### Met4 routing, run 1

(4 px per um) Supply wires on this layer in grey.
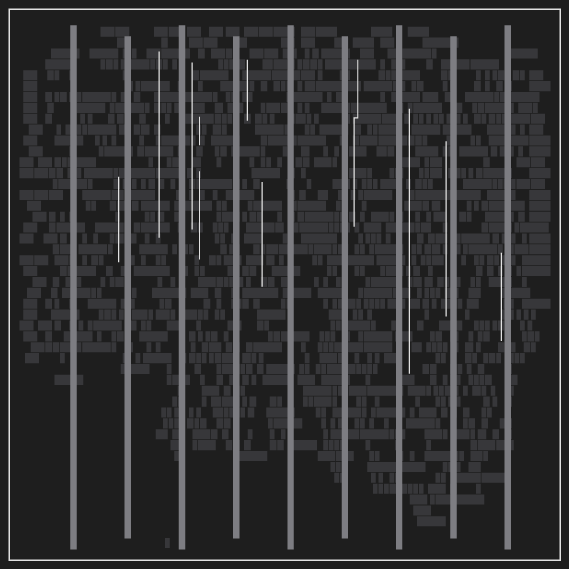
### Cell area per tile, run 1

(3 px per um) 14 x 14 tiles, from white (low) to dark blue (high), 0 to 100% covered.
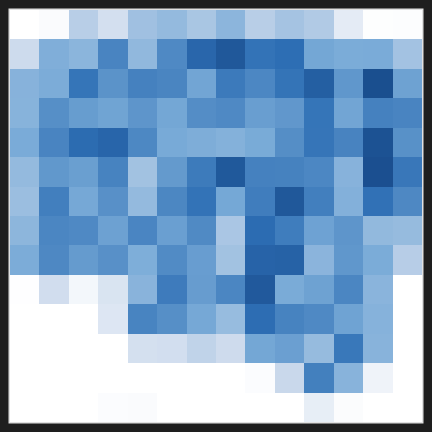
### The clock network, run 1

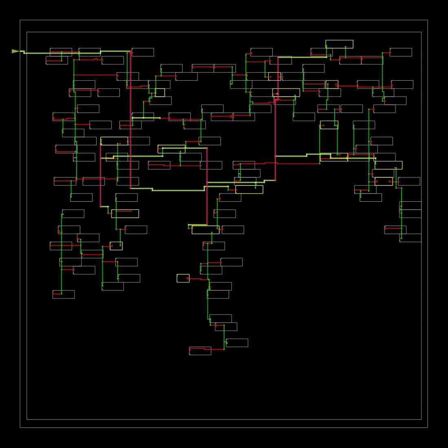
[src/rtl/voice_mixer.sv]
// Serial voice mixer: snapshot, DC-offset removal, master volume, saturation to offset-binary.
// Optional first-order delta-sigma output enabled by defining VOICE_MIXER_PDM_EN.
module voice_mixer #(
  parameter int NUM_VOICES  = 4,
  parameter int VOICE_BITS  = 12,
  parameter int OUT_BITS    = 12,
  parameter int VOLUME_BITS = 4
) (
  input  logic                             clk,
  input  logic                             rst,
  input  logic                             sample_strobe,
  input  logic [NUM_VOICES*VOICE_BITS-1:0] voices_in,
  input  logic [NUM_VOICES-1:0]            voice_mute,
  input  logic [VOLUME_BITS-1:0]           master_volume,
  output logic [OUT_BITS-1:0]              dout,
  output logic                             dout_valid,
  output logic                             busy,
  output logic                             clip,
  output logic                             overrun,
  output logic                             pdm_out
);

  localparam int IDX_BITS  = $clog2(NUM_VOICES);
  localparam int ACC_BITS  = VOICE_BITS + IDX_BITS;
  localparam int PROD_BITS = ACC_BITS + VOLUME_BITS + 1;

  localparam logic [IDX_BITS-1:0]          LAST_IDX  = IDX_BITS'(NUM_VOICES - 1);
  localparam logic [VOICE_BITS-1:0]        VOICE_MID = {1'b1, {(VOICE_BITS-1){1'b0}}};
  localparam logic [OUT_BITS-1:0]          OUT_MID   = {1'b1, {(OUT_BITS-1){1'b0}}};
  localparam logic signed [PROD_BITS-1:0]  SAT_MAX   = PROD_BITS'((64'sd1 <<< (OUT_BITS-1)) - 64'sd1);
  localparam logic signed [PROD_BITS-1:0]  SAT_MIN   = PROD_BITS'(-(64'sd1 <<< (OUT_BITS-1)));

  typedef enum logic [1:0] {
    IDLE  = 2'd0,
    ACC   = 2'd1,
    SCALE = 2'd2,
    OUT   = 2'd3
  } state_t;

  state_t                          state_r;
  logic [NUM_VOICES*VOICE_BITS-1:0] voices_r;
  logic [NUM_VOICES-1:0]           mute_r;
  logic [VOLUME_BITS-1:0]          volume_r;
  logic [IDX_BITS-1:0]             idx_r;
  logic signed [ACC_BITS-1:0]      acc_r;
  logic signed [PROD_BITS-1:0]     prod_r;
  logic [OUT_BITS-1:0]             dout_r;
  logic                            dout_valid_r;
  logic                            busy_r;
  logic                            clip_r;
  logic                            overrun_r;

  logic [VOICE_BITS-1:0]           voice_sel_s;
  logic signed [VOICE_BITS:0]      voice_ofs_s;
  logic signed [ACC_BITS-1:0]      voice_term_s;
  logic signed [PROD_BITS-1:0]     prod_s;
  logic signed [PROD_BITS-1:0]     res_s;
  logic [OUT_BITS-1:0]             out_code_s;
  logic                            clip_s;

  assign voice_sel_s = voices_r[idx_r*VOICE_BITS +: VOICE_BITS];
  assign voice_ofs_s = $signed({1'b0, voice_sel_s}) - $signed({1'b0, VOICE_MID});
  assign prod_s      = PROD_BITS'(acc_r) * PROD_BITS'($signed({1'b0, volume_r}));
  assign res_s       = prod_r >>> VOLUME_BITS;

  // Signed contribution of the voice currently addressed by idx_r
  always_comb begin
    voice_term_s = '0;
    if (mute_r[idx_r]) begin
      voice_term_s = '0;
    end else begin
      voice_term_s = ACC_BITS'(voice_ofs_s);
    end
  end

  // Saturate the scaled sum; adding midscale to a two's-complement code just flips its MSB
  always_comb begin
    out_code_s = OUT_MID;
    clip_s     = 1'b0;
    if (res_s > SAT_MAX) begin
      out_code_s = {OUT_BITS{1'b1}};
      clip_s     = 1'b1;
    end else if (res_s < SAT_MIN) begin
      out_code_s = {OUT_BITS{1'b0}};
      clip_s     = 1'b1;
    end else begin
      out_code_s = res_s[OUT_BITS-1:0] ^ OUT_MID;
      clip_s     = 1'b0;
    end
  end

  // Mix sequencer: snapshot, accumulate one voice per clock, scale, then publish
  always_ff @(posedge clk) begin
    if (rst) begin
      state_r      <= IDLE;
      voices_r     <= '0;
      mute_r       <= '0;
      volume_r     <= '0;
      idx_r        <= '0;
      acc_r        <= '0;
      prod_r       <= '0;
      dout_r       <= OUT_MID;
      dout_valid_r <= 1'b0;
      busy_r       <= 1'b0;
      clip_r       <= 1'b0;
      overrun_r    <= 1'b0;
    end else begin
      dout_valid_r <= 1'b0;
      if (sample_strobe && busy_r) begin
        overrun_r <= 1'b1;
      end
      case (state_r)
        IDLE: begin
          if (sample_strobe) begin
            voices_r <= voices_in;
            mute_r   <= voice_mute;
            volume_r <= master_volume;
            idx_r    <= '0;
            acc_r    <= '0;
            busy_r   <= 1'b1;
            state_r  <= ACC;
          end
        end
        ACC: begin
          acc_r <= acc_r + voice_term_s;
          if (idx_r == LAST_IDX) begin
            state_r <= SCALE;
          end else begin
            idx_r <= idx_r + IDX_BITS'(1);
          end
        end
        SCALE: begin
          prod_r  <= prod_s;
          state_r <= OUT;
        end
        OUT: begin
          dout_r       <= out_code_s;
          clip_r       <= clip_s;
          dout_valid_r <= 1'b1;
          busy_r       <= 1'b0;
          state_r      <= IDLE;
        end
        default: begin
          busy_r  <= 1'b0;
          state_r <= IDLE;
        end
      endcase
    end
  end

  assign dout       = dout_r;
  assign dout_valid = dout_valid_r;
  assign busy       = busy_r;
  assign clip       = clip_r;
  assign overrun    = overrun_r;

`ifdef VOICE_MIXER_PDM_EN
  logic [OUT_BITS:0] pdm_acc_r;

  // First-order delta-sigma: the carry out of the phase accumulator is the bitstream
  always_ff @(posedge clk) begin
    if (rst) begin
      pdm_acc_r <= '0;
    end else begin
      pdm_acc_r <= {1'b0, pdm_acc_r[OUT_BITS-1:0]} + {1'b0, dout_r};
    end
  end

  assign pdm_out = pdm_acc_r[OUT_BITS];
`else
  assign pdm_out = 1'b0;
`endif

endmodule

[config.mk]
export PLATFORM = sky130hd
export DESIGN_NAME = voice_mixer
export DESIGN_NICKNAME = d
export VERILOG_FILES = /design/src/rtl/voice_mixer.sv
export SDC_FILE = /design/constraint.sdc
export NUM_CORES = 1
export LEC_CHECK = 0
export ABC_AREA = 1
export CAP_MARGIN = 40
export CORE_MARGIN = 2
export CORE_UTILIZATION = 40
export DETAILED_ROUTE_END_ITERATION = 8
export GPL_ROUTABILITY_DRIVEN = 0
export PLACE_DENSITY = 0.65
export SYNTH_ARGS = -nofsm -noshare
export SYNTH_HDL_FRONTEND = slang
export SYNTH_SLANG_ARGS = --single-unit
[constraint.sdc]
create_clock -name clk -period 9.8 [get_ports clk]
set_clock_uncertainty 0.05 [all_clocks]
set_input_delay 1.96 -clock clk [delete_from_list [all_inputs] [get_ports clk]]
set_output_delay 1.96 -clock clk [all_outputs]
set_load 0.1 [all_outputs]
==> run summary, run 1 <==
run results: status=complete, no violations, First DRT Iteration DRCs=393, kind of end point of the critical path=register, CTS root buf=clkbuf_16, drt first pass iters=5, fmax=259 MHz, top cells, area=dfxtp_1 (30%), nand2_1 (10%), nor2_1 (10%), ha_1 (9.1%), inv_1 (9.0%), Net Count, Synth=about 1200, WP data arrival=4070 ps, mean post-synth cell area=6.70 um2, proportion of layout cells with a drive suffix above 1=4.69%, DP Wirelength=13.2 mm, # Post-CTS Setup Buffers=0, Synth Seq Share=between 20 and 30%, number of synthesized flops with an enable pin=0, Hold Path Class=reg -> reg, Synth Flop Type=dfxtp_1, crit path kind=reg -> reg, total power=roughly 1.8 mW, DRC=0, Clock power frac=20.6%, Ys Warns=0, dpl cell area=between 8000 and 9000 um2, Pleak=4.34 nW, worst-path cell chain=nand2_1, inv_1, ha_1, fa_1, inv_1, fa_1, inv_1, ha_1, inv_1, o21ai_0, a31o_2, a21oi_1, nand2_1, nand2_1, nand3_1, nand2_1, inv_1, ANT nets after route=0, Netlist Area Pre-Place=7110 um2, CP Launch Type=register, Area Overhead vs Synth=20.3%, final cell count without fillers=roughly 1400, Post-Place Cells=1338, Reg2Reg Depth=17, hold buffer count at CTS=0, RSZ-0062 raised after global routing=false, Yosys Instances=approximately 1100, gr ovfl total=0, # rows=48, Final nets=roughly 1300, power per cell area=213 nW/um2, vias post-DR=between 6000 and 7000, CP peak stage delay=~700 ps, Inserted Diodes=0, crit path DRT=about 10000 ps, cts repair resizes=0, Synth Register Bits=105, YS chip area=roughly 7100 um2, Pint=1.01 mW, highest ir drop seen on vdd=0.000194 V, Comb power frac=44.5%, Reg power frac=34.9%, Post-Route WL=~17 mm, Buf/Inv on CP=5, max-slew violations=0, CTS tree=built, die area=between 15000 and 20000 um2, switching share of power=44.5%, Hold Fails Final Rpt=0, CTS Buffer Depth=2, worst-margin pin slew=~840 ps, fin area=8560 um2, Clock Latency Late Sink=370 ps, dpl ws=5780 ps, cell accounting for the most synthesized area=dfxtp_1, largest net degree at the start of global routing=56, tally of OpenROAD warnings=30, Psw=0.811 mW, Slew HR=between 40 and 50%, worst reg2reg startpoint=volume_r[2], die height=137 um, register clock-pin slew on the reported worst setup and hold paths=80 ps, cells after synthesis=approximately 1100, first-pass GRT wire length=28.8 mm, setup violators final=0, # H-tree levels=3, crit path from=volume_r[2], Post-synth ARST share=0%, number of global-route vias before repair=6207, CP endpoint=prod_r[16], synth unique cells=38, total track usage=18.9%, Die W=137 um, critical path peak fanout=15, io pins=76, CP most frequent cell=inv_1, initial antenna violation count=0, CP max stage cell=dfxtp_1, Max-cap violations=0, Port Buf Inserts=between 70 and 80, CTS Buf Count=9, WL per Instance=roughly 13 um, r2r setup slk=5940 ps, Synth top area share=29.6%, instance count on the critical path=17, Fin Setup TNS=0 ps, Tcrit/Tclk final=between 30% and 40%, minimum clock period=3860 ps, Hold WS=around 420 ps, Worst R2R End=prod_r[16], DR vias/cell=about 4.9, Commonest cells post-synth=nand2_1 (191), nor2_1 (191), inv_1 (170), o21ai_0 (122), dfxtp_1 (105)
-- 'Met4 routing' (at the start) --
wire length on this layer	352 um
nets with wire on the layer	9
share of all routed wire	2.0%

-- 'Cell area per tile' (at the start) --
emptiest ninth of the die	lower left
tiles over 75% full	7.7%
mean over tiles	44%
fullest tile	88%
Finished Core Util: 49.3%
Pre-Place Util: 41.0%
Core Area: 17400 um2

-- 'The clock network' (at the start) --
clock-net power: 0.374 mW
Clock Sink Count: 105

## run 1: power groups by stage
| stage | sequential, mW | clock [mW] | combinational, mW |
|---|---|---|---|
| 6_report | 0.636 | 0.374 | 0.810 |
| 3_5_place_dp | 0.644 | 0 | 0.809 |
| 3_3_place_gp | 0.642 | 0 | 0.765 |
| 5_1_grt | 0.652 | 0.398 | 0.920 |
| 4_1_cts | 0.635 | 0.382 | 0.813 |
| 2_1_floorplan | 0.666 | 0 | 0.550 |
## run 1: layout make-up
| class | count | area [um2] |
|---|---|---|
| Timing Repair Buffer | 96 | 1040 |
| Fill cell | 1798 | 8800 |
| Multi-Input combinational cell | 739 | 4180 |
| Clock inverter | 7 | 86.3 |
| Inverter | 173 | 649 |
| Tap cell | 225 | 282 |
| Sequential cell | 105 | 2100 |
| Clock buffer | 9 | 225 |
## run 1: flip-flops by register name, indices dropped and copies added, names as in the netlist, 2 cells and up
signal / flops
dout: 12
mute_r: 4
idx_r: 2
acc_r: 14
voices_r: 48
volume_r: 4
prod_r: 15
state_r: 2
## run 1: worst min path at each step
stage                  from      endpoint  depth (start not counted)
3_3_place_gp        dout[6]       dout[6]                          2
2_1_floorplan  voices_r[23]  voices_r[23]                          2
5_1_grt             dout[8]       dout[8]                          2
3_5_place_dp        dout[2]       dout[2]                          2
4_1_cts             dout[8]       dout[8]                          2
6_report            dout[8]       dout[8]                          2
## run 1: cells by family after synthesis
logic type                 synth area share, %
AOI/OAI and AO/OA                         15.8
xor gates and xnor gates                  1.48
other                                   0.0527
buffers and inverters                     11.7
and+or+nand+nor                           24.1
DFF                                       29.6
adders and majority gates                 17.3
## run 1: cells in the final DEF, fill, tap and decap left out, drive strengths merged
master	netlist	routed
a211o	1	1
a211oi	1	1
a21o	4	4
a21oi	61	61
a31o	2	2
a31oi	1	1
a32oi	1	1
and2	2	2
and3	1	1
buf	11	22
clkbuf	33	9
clkdlybuf4s50	0	74
clkinv	0	1
conb	1	1
dfxtp	105	105
fa	29	29
ha	52	52
inv	173	179
nand2	196	196
nand3	32	32
nand4	2	2
nor2	192	192
nor3	6	6
nor4	1	1
o21a	2	2
o21ai	123	123
o21bai	1	1
o221ai	1	1
o22ai	12	12
o41ai	1	1
or2	2	2
xnor2	3	3
xor2	9	9
## run 1: worst register-to-register path, stage by stage, from the launching register on
cell and delay, ps:
dfxtp_1 700, nand2_1 180, inv_1 110, ha_1 250, fa_1 510, inv_1 50, fa_1 490, inv_1 40
ha_1 320, inv_1 150, o21ai_0 130, a31o_2 240, a21oi_1 160, nand2_1 80, nand2_1 60, nand3_1 90
nand2_1 110, inv_1 40
## run 1: layer usage
| metal | vias up | GRT usage (%) | wire, um |
|---|---|---|---|
| met3 | 26 | 3.13 | 549 |
| li1 | 3451 | - | - |
| met4 | 0 | 5.84 | 351 |
| met5 | - | 0 | 0 |
| met2 | 122 | 31.8 | 8100 |
| met1 | 3031 | 24.7 | 8230 |
## Run 2: what changed since run 1
==> constraint.sdc (replaced) <==
create_clock -name clk -period 3.75 [get_ports clk]
set_clock_uncertainty 0.05 [all_clocks]
set_input_delay 0.75 -clock clk [delete_from_list [all_inputs] [get_ports clk]]
set_output_delay 0.75 -clock clk [all_outputs]
set_load 0.1 [all_outputs]
==> run 2 against run 1 <==
Clock power grew to 2.6 times the previous value. Non-clock buffer count grew 8. Cell count grew 0.59%. Clock-buffer cell count is the same. Critical endpoint is now prod_r[11]. Largest cell class unchanged. Largest power group unchanged. Highest routed layer unchanged.
==> run summary, run 2 <==
run results: status=complete, no violations, met1 Usage GRT=24.3% (-0.39 points), CP Launch Type=register, gr ovfl total=0 (unchanged), power per cell area=550 nW/um2 (+160%), top cells, area=dfxtp_1 (30%), nand2_1 (10%), nor2_1 (10%), ha_1 (9.1%), inv_1 (9.0%), minimum clock period=3470 ps (-388 ps), kind of end point of the critical path=register, cell accounting for the most synthesized area=dfxtp_1, CTS tree=built, Area Overhead vs Synth=22.1%, switching share of power=43.9% (-0.58 points), mean post-synth cell area=6.70 um2 (unchanged), initial antenna violation count=0 (unchanged), register clock-pin slew on the reported worst setup and hold paths=80 ps (about the same), Largest Register=voices_r, first-pass GRT wire length=28.3 mm (-1.6%), CTS Buf Count=9 (unchanged), Finished Core Util=50.0% (+0.71 points), WP data arrival=3740 ps (-330 ps), critical path peak fanout=7 (-8), Hold WS=416 ps (-4.41 ps), DRC=0 (unchanged), Clock Sink Count=105 (unchanged), Max-cap violations=0 (unchanged), DP Wirelength=13.7 mm (+3.4%), CP max stage cell=fa_1, Hold Path Class=reg -> reg, Synth Register Bits=105 (unchanged), die area=18900 um2 (unchanged), # rows=48 (unchanged), largest net degree at the start of global routing=61 (+8.9%), RSZ-0062 raised after global routing=false, DR vias/cell=4.78 (-2.3%), Psw=2.10 mW (+160%), final cell count without fillers=1362 (+0.59%), setup violators final=0 (unchanged), Netlist Area Pre-Place=7110 um2 (unchanged), YS chip area=7110 um2 (unchanged), Yosys Instances=1061 (unchanged), Reg power frac=34.4% (-0.5 points), Post-Place Cells=1346 (+0.60%), CTS Buffer Depth=2 (unchanged), proportion of layout cells with a drive suffix above 1=5.98% (+1.3 points), worst-path cell chain=buf_4, nand2_1, inv_1, ha_1, inv_1, fa_1, inv_1, fa_1, ha_1, nand2_1, o21ai_0, nand2_1, a31o_2, nand3_1, nand2_1, inv_1, hold buffer count at CTS=0 (unchanged), ANT nets after route=0 (unchanged), Top Layout Cells=nand2_1 (191), nor2_1 (191), inv_1 (170), fmax=288 MHz (+11%), # Post-CTS Setup Buffers=0 (unchanged), number of global-route vias before repair=6050 (-2.5%), crit path DRT=4010 ps (-6000 ps), Clock Latency Late Sink=370 ps (about the same), Buf/Inv on CP=5 (unchanged), # H-tree levels=3 (unchanged), Final nets=1272 (+0.63%), First DRT Iteration DRCs=372 (-5.3%), Synth Seq Share=29.6% (unchanged), Net Count, Synth=1201 (unchanged), Commonest cells post-synth=nand2_1 (191), nor2_1 (191), inv_1 (170), o21ai_0 (122), dfxtp_1 (105), Pre-Place Util=41.0% (unchanged), Pint=2.68 mW (+170%), tally of OpenROAD warnings=30 (unchanged), cells after synthesis=1061 (unchanged), Regs by FF count=voices_r (48), prod_r (15), acc_r (14), met2 Usage GRT=31.5% (-0.28 points), Post-synth ARST share=0% (unchanged), max-slew violations=0 (unchanged), Synth Flop Type=dfxtp_1, Ys Warns=0 (unchanged), highest ir drop seen on vdd=0.000366 V (+89%), Tcrit/Tclk final=92.5% (+53 points), cts repair resizes=0 (unchanged), CP peak stage delay=520 ps (-180 ps), crit path kind=reg -> reg, Inserted Diodes=0 (unchanged), M3 GR Usage=3.53% (+0.40 points), synth unique cells=38 (unchanged), Clock power frac=20.1% (-0.5 points), Synth top area share=29.6% (unchanged), fin area=8680 um2 (+1.4%), total power=4.78 mW (+160%), Comb power frac=45.4% (+0.9 points)
## run 2: per-layer routing
layer	wire (um)	vias up	share of wire [%]
li1	-	3460	-
met1	8140	2907	47
met2	7990	122	47
met3	672	24	3.9
met4	378	0	2.2
met5	0	-	0
## run 2: final timing paths
kind                from          to  depth (start not counted)  slack, ps
max          volume_r[2]  prod_r[11]                         16        280
max reg2reg  volume_r[2]  prod_r[11]                         16        280
min              dout[7]     dout[7]                          2        420
min reg2reg      dout[7]     dout[7]                          2        420
## run 2: logic make-up (layout without fill, tap and decap cells)
kind of cell	count (synthesis)	after routing	share of synthesized area [%]
and+or+nand+nor	434	434	24.1
buffers and inverters	217	293	11.7
AOI/OAI and AO/OA	211	211	15.8
DFF	105	105	29.6
adders and majority gates	81	81	17.3
xor gates and xnor gates	12	12	1.48
other	1	1	0.0527
## run 2: final cells by class
type | count | area (um2) | share of cell area, %
clock buffers | 9 | 225 | 2.59
clock inverters | 7 | 81.3 | 0.937
inverters | 173 | 649 | 7.48
multi-input cells | 739 | 4190 | 48.2
flip-flops and latches | 105 | 2110 | 24.3
well taps | 225 | 282 | 3.24
repair buffers | 104 | 1150 | 13.2
## run 2: worst register-to-register path, cell delays in order, from the launching register on
cell     delay (ps)
dfxtp_2         340
buf_4           160
nand2_1          60
inv_1            40
ha_1            270
inv_1            50
fa_1            520
inv_1            50
fa_1            480
ha_1            370
nand2_1         110
o21ai_0         270
nand2_1         150
a31o_2          230
nand3_1         150
nand2_1          80
inv_1            50
## run 2: power by group through the flow
stage	sequential [mW]	clock (mW)	combinational, mW
2_1_floorplan	1.74	0	1.44
3_3_place_gp	1.66	0	2.05
3_5_place_dp	1.66	0	2.17
4_1_cts	1.64	0.982	2.18
5_1_grt	1.69	1.03	2.45
6_report	1.64	0.962	2.17
### Cell area per tile, run 2

(3 px per um) 14 x 14 tiles, from white (low) to dark blue (high), 0 to 100% covered.
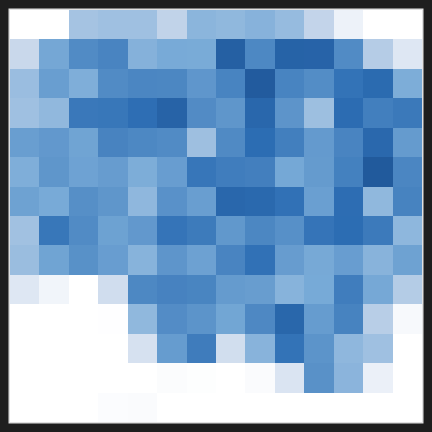
nearly empty tiles	18%
tiles over 75% full	8.2%
fullest tile	83%

### Wiring by layer, run 2

(3 px per um)
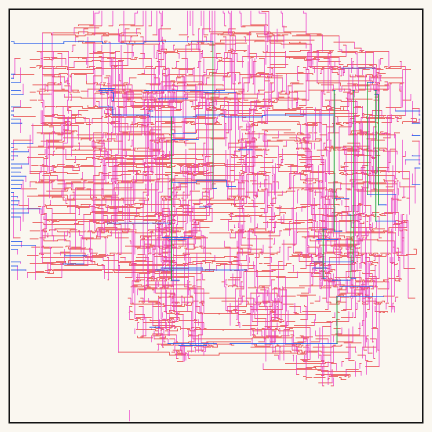
colour	layer	wire length
green	met4	378 um
red	met1	8140 um
magenta	met2	7990 um
blue	met3	672 um
total track usage: 18.9%
Post-Route WL: 17.2 mm
vias post-DR: 6513
WL per Instance: 12.6 um

### Met4 routing, run 2

(4 px per um) Supply wires on this layer in grey.
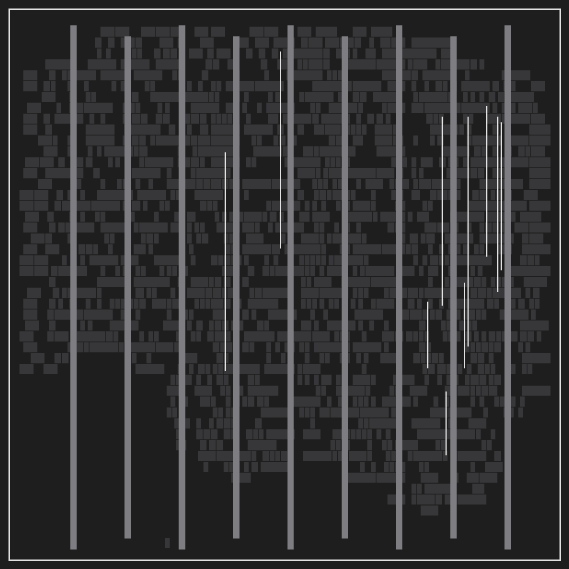
longest straight run	57.1 um
wire length on this layer	378 um
nets with wire on the layer	9
share of all routed wire	2.2%
main direction	vertical

Power is estimated from default activity; no workload was simulated.
